--- src/rtl/alu_exec_pkg.sv ---
// rtl/alu_exec_pkg.sv - ALU select codes, FSM state encoding and single-cycle op helper
package alu_exec_pkg;

    localparam int ALU_SHAMT_W = 5;

    localparam logic [4:0] ALU_NONE = 5'd0;
    localparam logic [4:0] ALU_ADD  = 5'd1;
    localparam logic [4:0] ALU_XOR  = 5'd2;
    localparam logic [4:0] ALU_OR   = 5'd3;
    localparam logic [4:0] ALU_AND  = 5'd4;
    localparam logic [4:0] ALU_SLT  = 5'd5;
    localparam logic [4:0] ALU_SLTU = 5'd6;
    localparam logic [4:0] ALU_SLL  = 5'd7;
    localparam logic [4:0] ALU_SRL  = 5'd8;
    localparam logic [4:0] ALU_SRA  = 5'd9;
    localparam logic [4:0] ALU_LUI  = 5'd10;

    typedef enum logic [1:0] {
        ALUX_IDLE  = 2'd0,
        ALUX_SHIFT = 2'd1,
        ALUX_DONE  = 2'd2
    } alux_state_e;

    function automatic logic is_shift(input logic [4:0] sel);
        return (sel == ALU_SLL) || (sel == ALU_SRL) || (sel == ALU_SRA);
    endfunction

    // Shifts only reach this path with a zero shift amount, so they pass op1 through.
    function automatic logic [31:0] alu_single(input logic [4:0] sel,
                                               input logic [31:0] a,
                                               input logic [31:0] b);
        case (sel)
            ALU_ADD:  return a + b;
            ALU_XOR:  return a ^ b;
            ALU_OR:   return a | b;
            ALU_AND:  return a & b;
            ALU_SLT:  return {31'b0, $signed(a) < $signed(b)};
            ALU_SLTU: return {31'b0, a < b};
            ALU_SLL,
            ALU_SRL,
            ALU_SRA:  return a;
            ALU_LUI:  return {a[19:0], 12'b0};
            default:  return 32'b0;
        endcase
    endfunction

endpackage

--- src/rtl/alu_shifter.sv ---
// rtl/alu_shifter.sv - iterative shifter moving at most SHIFT_STEP bit positions per cycle
module alu_shifter
    import alu_exec_pkg::*;
#(
    parameter int WIDTH      = 32,
    parameter int SHIFT_STEP = 1
) (
    input  logic                   clk,
    input  logic                   rst,
    input  logic                   load,
    input  logic                   clear,
    input  logic                   dir_right,
    input  logic                   arith,
    input  logic [ALU_SHAMT_W-1:0] shamt,
    input  logic [WIDTH-1:0]       data,
    output logic [WIDTH-1:0]       data_next,
    output logic                   done
);

    localparam logic [ALU_SHAMT_W-1:0] STEP_W = ALU_SHAMT_W'(SHIFT_STEP);

    logic [WIDTH-1:0]       data_q;
    logic [ALU_SHAMT_W-1:0] count_q;
    logic [ALU_SHAMT_W-1:0] step;
    logic                   dir_q;
    logic                   arith_q;

    assign step = (count_q < STEP_W) ? count_q : STEP_W;

    always_comb begin
        data_next = data_q << step;
        if (dir_q) begin
            if (arith_q) data_next = WIDTH'($signed(data_q) >>> step);
            else         data_next = data_q >> step;
        end
    end

    // Asserted on the cycle whose step finishes the shift, so the caller can take data_next.
    assign done = (count_q != '0) && (count_q <= STEP_W);

    always_ff @(posedge clk or posedge rst) begin
        if (rst) begin
            data_q  <= '0;
            count_q <= '0;
            dir_q   <= 1'b0;
            arith_q <= 1'b0;
        end else if (clear) begin
            count_q <= '0;
        end else if (load) begin
            data_q  <= data;
            count_q <= shamt;
            dir_q   <= dir_right;
            arith_q <= arith;
        end else if (count_q != '0) begin
            data_q  <= data_next;
            count_q <= count_q - step;
        end
    end

endmodule

--- src/rtl/alu_exec.sv ---
// rtl/alu_exec.sv - execute-stage ALU with valid/ready handshake and iterative shifts
module alu_exec
    import alu_exec_pkg::*;
#(
    parameter int WIDTH      = 32,
    parameter int SHIFT_STEP = 1
) (
    input  logic             clk,
    input  logic             rst,
    input  logic             flush,
    input  logic             in_valid,
    output logic             in_ready,
    input  logic [WIDTH-1:0] op1,
    input  logic [WIDTH-1:0] op2,
    input  logic [4:0]       alu_sel,
    output logic             out_valid,
    input  logic             out_ready,
    output logic [WIDTH-1:0] result,
    output logic             zero
);

    alux_state_e            state_q, state_d;
    logic [WIDTH-1:0]       result_q;
    logic [WIDTH-1:0]       sh_data_next;
    logic                   sh_done;
    logic                   accept;
    logic                   start_shift;
    logic [ALU_SHAMT_W-1:0] shamt;

    assign shamt       = op2[ALU_SHAMT_W-1:0];
    assign accept      = in_valid && in_ready && !flush;
    assign start_shift = accept && is_shift(alu_sel) && (shamt != '0);

    alu_shifter #(
        .WIDTH      (WIDTH),
        .SHIFT_STEP (SHIFT_STEP)
    ) u_shifter (
        .clk       (clk),
        .rst       (rst),
        .load      (start_shift),
        .clear     (flush),
        .dir_right (alu_sel != ALU_SLL),
        .arith     (alu_sel == ALU_SRA),
        .shamt     (shamt),
        .data      (op1),
        .data_next (sh_data_next),
        .done      (sh_done)
    );

    always_ff @(posedge clk or posedge rst) begin
        if (rst) state_q <= ALUX_IDLE;
        else     state_q <= state_d;
    end

    always_comb begin
        state_d  = state_q;
        in_ready = 1'b0;
        case (state_q)
            ALUX_IDLE: begin
                in_ready = 1'b1;
                if (accept) state_d = start_shift ? ALUX_SHIFT : ALUX_DONE;
            end
            ALUX_SHIFT: begin
                if (flush)        state_d = ALUX_IDLE;
                else if (sh_done) state_d = ALUX_DONE;
            end
            ALUX_DONE: begin
                // Consumer draining the result frees the slot in the same cycle.
                in_ready = out_ready;
                if (flush)          state_d = ALUX_IDLE;
                else if (accept)    state_d = start_shift ? ALUX_SHIFT : ALUX_DONE;
                else if (out_ready) state_d = ALUX_IDLE;
            end
            default: state_d = ALUX_IDLE;
        endcase
    end

    always_ff @(posedge clk or posedge rst) begin
        if (rst) begin
            result_q <= '0;
        end else if (accept && !start_shift) begin
            result_q <= alu_single(alu_sel, op1, op2);
        end else if (state_q == ALUX_SHIFT && sh_done && !flush) begin
            result_q <= sh_data_next;
        end
    end

    assign out_valid = (state_q == ALUX_DONE);
    assign result    = result_q;
    assign zero      = (result_q == '0);

endmodule
--- config.mk ---
export PLATFORM = sky130hd
export DESIGN_NAME = alu_exec
export DESIGN_NICKNAME = d
export VERILOG_FILES = /design/src/rtl/alu_exec_pkg.sv /design/src/rtl/alu_shifter.sv /design/src/rtl/alu_exec.sv
export SDC_FILE = /design/constraint.sdc
export NUM_CORES = 1
export LEC_CHECK = 0
export CAP_MARGIN = 20
export CORE_MARGIN = 10
export CORE_UTILIZATION = 30
export DETAILED_ROUTE_END_ITERATION = 6
export SYNTH_ARGS = -nofsm -noshare
export SYNTH_HDL_FRONTEND = slang
export SYNTH_SLANG_ARGS = --single-unit
--- constraint.sdc ---
create_clock -name clk -period 3.15 [get_ports clk]
set_input_delay 0.315 -clock clk [delete_from_list [all_inputs] [get_ports clk]]
set_output_delay 0.315 -clock clk [all_outputs]
set_load 0.005 [all_outputs]
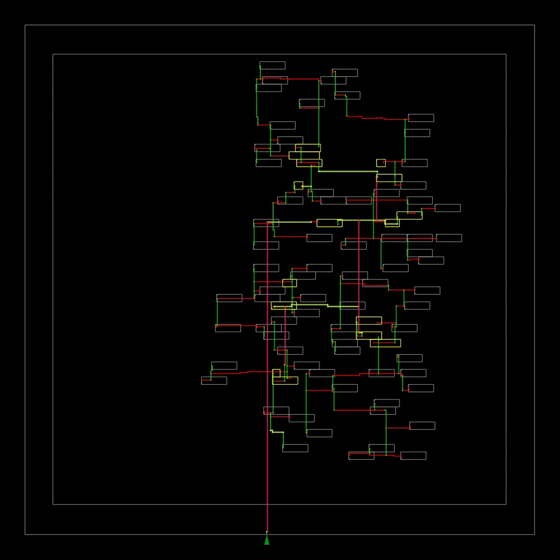
Run 1: clock wiring as the flow saved it
Setup Skew: 14.3 ps
Sinks on Clock Net: 73
total CTS buffers: 9

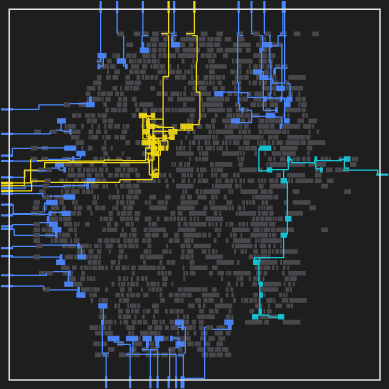
Run 1: I/O nets highlighted
(2 px per um)
port	colour	direction	edge	end cells	buffers	wire
`alu_sel`	yellow	input	3 left, 2 top	22	10	643 um
`op2`	blue	input	15 left, 9 top, 8 bottom	72	37	1,250 um
`flush`	cyan	input	right	15	2	212 um
IO Port Bufs: 108
I/O pins: 109

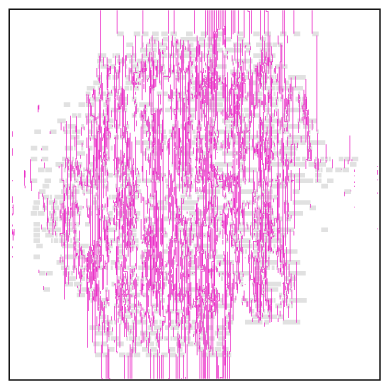
Run 1: metal 2
(2 px per um) Cells faint in the background.
nets with wire on the layer	1,133
share of all routed wire	44%
longest straight run	86.7 um
wire length on this layer	15,200 um
main direction	vertical
via count: 9,017
DRT Wirelength: 34.2 mm
met2 usage: 30.6%

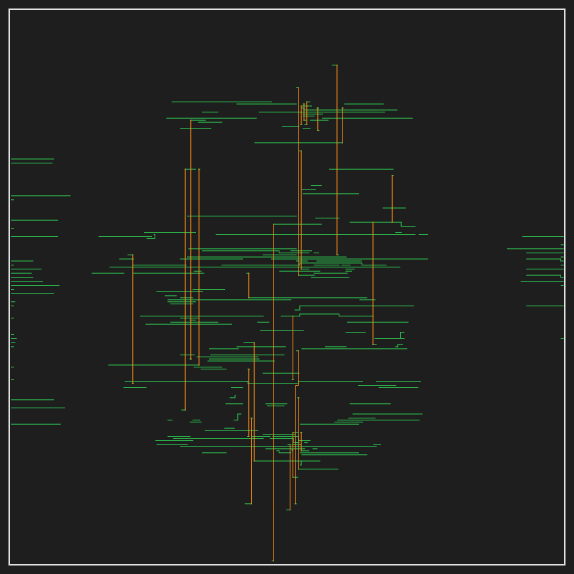
Run 1: routed metal, one colour a layer
(3 px per um) Only two layers are drawn.
layer	colour	wire length
metal 4	orange	878 um
metal 3	green	2,530 um

==> flow_metrics.py, run 1 <==
# Auto-generated metrics
metrics = {
    "outcome": {
        "status": "completed",
    },
    "placement": {
        "postPlaceCellArea_um2": 10700,
        "gp_congestion": 0.958,
    },
    "yosys": {
        "synth-compound-area-share_pct": 30.0,
        "syn_inst": 1082,
        "netlist_area_um2": 8130,
        "yosysUniqueCellTypes": 69,
        "yosysMostFrequentCell": "nand2_1",
        "yosysTopAreaCell": "dfrtp_1",
    },
    "floorplan": {
        "nWellTaps": 341,
        "chipArea_um2": 34100,
        "fp.coreArea_um2": 26800,
        "die_h_um": 185,
    },
    "timing": {
        "relSlewSlack_pct": 50.1,
        "setup_viol": 0,
        "hold_ws_ps": 438,
        "period_minus_slack_ps": 3060,
        "hold_viol_final": 0,
    },
    "layout": {
        "largestClassByArea": "logic gates",
        "flops": 73,
        "n_clock_buffer": 11,
        "comb-cell-share_pct": 51.5,
        "nonClockBufferCount": 286,
        "nMultiInputCombCells": 843,
        "comb_area_um2": 5740,
        "filler_cell_count": 2661,
        "register_area_um2": 1830,
        "final-nonclk-buf-share_pct": 22.2,
    },
    "global_route": {
        "grt.overflow.total": 0,
    },
    "clocking": {
        "cts_setup_buffers": 1,
        "cts_hold_buf": 0,
    },
    "worst_setup_path": {
        "regToRegStartpoint": "u_shifter.count_q[4]$_DFFE_PP0P_",
        "cp_max_fo": 2,
        "cp-startpoint": "op2[0]",
        "critPathCapture": "result[28]$_DFFE_PP0P_",
        "timing.rr.end": "result[10]$_DFFE_PP0P_",
        "rr_worst_depth": 7,
    },
    "power": {
        "p_int_uw": 2830,
        "p_leak_uw": 0.00511,
        "switching_share_pct": 37.0,
        "seq_power_share_pct": 31.9,
        "ir_drop_mv": 0.279,
    },
    "route": {
        "drc_errors": 0,
        "ant_nets": 0,
    },
}
-- run 1: metal layers --
layer  part of all wire, %  routed length, um
met5                     0                  0
met3                   7.4               2530
met1                    46              15600
met4                   2.6                878
met2                    44              15200
-- run 1: critical path, cell delays in order --
cell and delay, ps:
clkdlybuf4s50_1 490, ha_1 170, inv_1 50, fa_1 410, nand2b_4 180, a21oi_4 170, buf_4 140, o211a_1 190
o21ai_2 90, a31oi_2 190, a31o_2 190, nand2_1 70, a221o_1 310, o32a_1 320
-- run 1: through the flow --
step	setup WS, ps	cells	total power [uW]	util (%)
final	91.2	1649	4500	41.6
after global placement	-480	1632	3250	40.1
after CTS	1.62	1649	4470	41.4
after floorplan	324	1082	2370	-
after global routing	-2.92	1649	4740	41.6
after detailed placement	-456	1632	3270	40.1
--- run 2 (diff from run 1) ---
- CAP_MARGIN: 20 -> not set
- CELL_PAD_IN_SITES_DETAIL_PLACEMENT: not set -> 1
- CELL_PAD_IN_SITES_GLOBAL_PLACEMENT: not set -> 1
- PLACE_DENSITY_LB_ADDON: not set -> 0.1
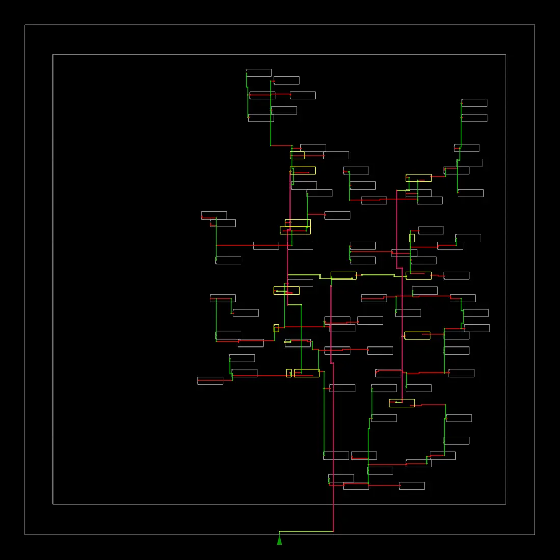
Run 2: clock wiring as the flow saved it
Setup Skew: 8.56 ps
clk_lat worst skew: 340 ps

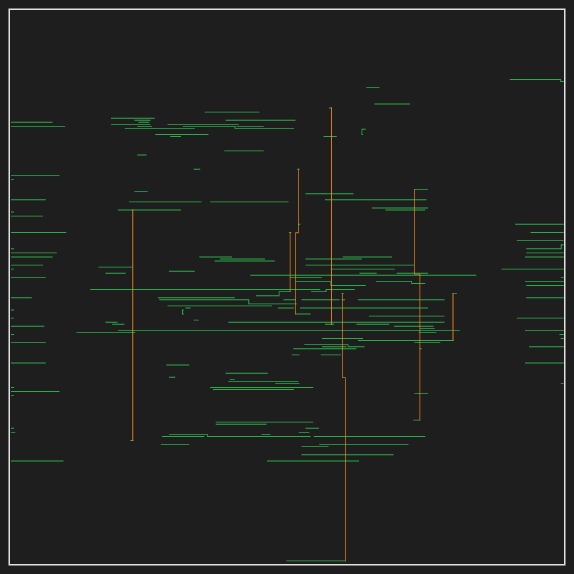
Run 2: routed metal, one colour a layer
(3 px per um) Only two layers are drawn.
layer	colour	wire length
metal 4	orange	402 um
metal 3	green	2,240 um
Avg WL per Cell: 23.0 um
via count: 9,187
Total GRT Usage: 22.2%
DRT Wirelength: 38.4 mm

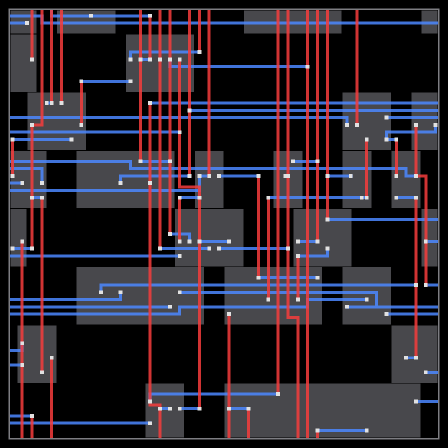
Run 2: layout detail
Region (128, 128) to (148, 148) um. Cells in grey, sequential cells in the stronger grey; small squares are vias.
layer	colour
metal 2	red
metal 1	blue
sequential cells in the window	0
cells with their middle in the window	18

==> run 2 against run 1 <==
Compared with the run above: non-clock buffer count rose by 22; critical endpoint is now result[22]$_DFFE_PP0P_; core utilization rose by 0.63 points; power fell by 1.3%; worst hold slack got worse by 42 ps; combinational power rose by 4%; clock power fell by about 10%; clock skew fell by 5.7 ps; synthesized area did not move; cell area rose by 1.5%; highest routed layer unchanged; via count rose by 1.9%; setup slack improved by 34 ps.
==> flow_metrics.py, run 2 <==
# Auto-generated metrics
metrics = {
    "layout": {
        "nonClockBufferCount": 308,
        "nMultiInputCombCells": 843,
        "register_area_um2": 1830,
        "filler_cell_count": 3285,
        "final-nonclk-buf-share_pct": 23.6,
        "largestClassByArea": "logic gates",
        "comb-cell-share_pct": 51.0,
        "n_clock_buffer": 10,
    },
    "worst_setup_path": {
        "crit_chain": "clkdlybuf4s50_1 > inv_1 > ha_1 > o21ai_1 > a21oi_2 > buf_4 > o211a_1 > o21ai_2 > buf_4 > a311o_1 > nand4_1 > buf_4 > xnor2_1 > a21oi_1 > nor2_1",
        "regToRegStartpoint": "u_shifter.count_q[4]$_DFFE_PP0P_",
        "rr_worst_depth": 7,
        "cp-startpoint": "op1[4]",
        "crit_slowest_cell": "clkdlybuf4s50_1",
        "cp_max_fo": 4,
        "worst_path_most_repeated_cell": "buf_4",
        "critical_path_cell_count": 15,
        "timing.rr.end": "result[21]$_DFFE_PP0P_",
        "path_delay_family": "buffers and inverters",
        "critPathCapture": "result[22]$_DFFE_PP0P_",
        "crit_path_max_incr_delay_ps": 620,
    },
    "placement": {
        "place_ws_ps": -471,
        "postPlaceCellArea_um2": 10900,
    },
    "clocking": {
        "cts_hold_buf": 0,
        "cts_setup_buffers": 0,
        "cts_inserted_buffers": 9,
    },
    "floorplan": {
        "io_pins": 109,
        "chipArea_um2": 34100,
        "nWellTaps": 341,
        "die_h_um": 185,
    },
    "power": {
        "power_uw": 4440,
        "ir_drop_mv": 0.249,
        "p_leak_uw": 0.00522,
    },
    "timing": {
        "period_minus_slack_ps": 3020,
        "setup_viol": 0,
        "fin_ws_ps": 126,
        "relSlewSlack_pct": 44.6,
    },
    "global_route": {
        "grt.overflow.total": 0,
        "met2_usage_pct": 34.6,
    },
    "route": {
        "dr.max_layer_used": "met4",
        "drc_errors": 0,
        "wl_met2_mm": 17.1,
        "route.met3.wl_mm": 2.24,
    },
    "yosys": {
        "yosysTopAreaCell": "dfrtp_1",
        "netlist_area_um2": 8130,
        "yosysUniqueCellTypes": 69,
    },
    "outcome": {
        "status": "completed",
    },
}
==> run 2: netlist changes by cell type in the layout (fill, tap and decap cells not counted), sizes merged, moves of 2 or more <==
cell           change
buf               +22
clkinv             +3
clkdlybuf4s50      -2
dlymetal6s2s       +2
inv                -2
==> run 2: cell families (layout without fill, tap and decap cells) <==
family                   Yosys count  after routing
flip-flops                        73             73
buffers and inverters            166            412
multiplexers                      34             34
AND/OR/NAND/NOR                  310            310
XOR/XNOR                          24             24
AND-OR/OR-AND                    376            376
adder cells (fa/ha/maj)           99             99
==> run 2: per-stage QoR <==
step | std cells | utilization, %
detailed placement | 1654 | 40.8
finish | 1669 | 42.2
CTS | 1668 | 41.9
floorplan | 1082 | -
global placement | 1654 | 40.8
global route | 1669 | 42.2
No activity file was given, so power comes from the tool's default toggle rates.
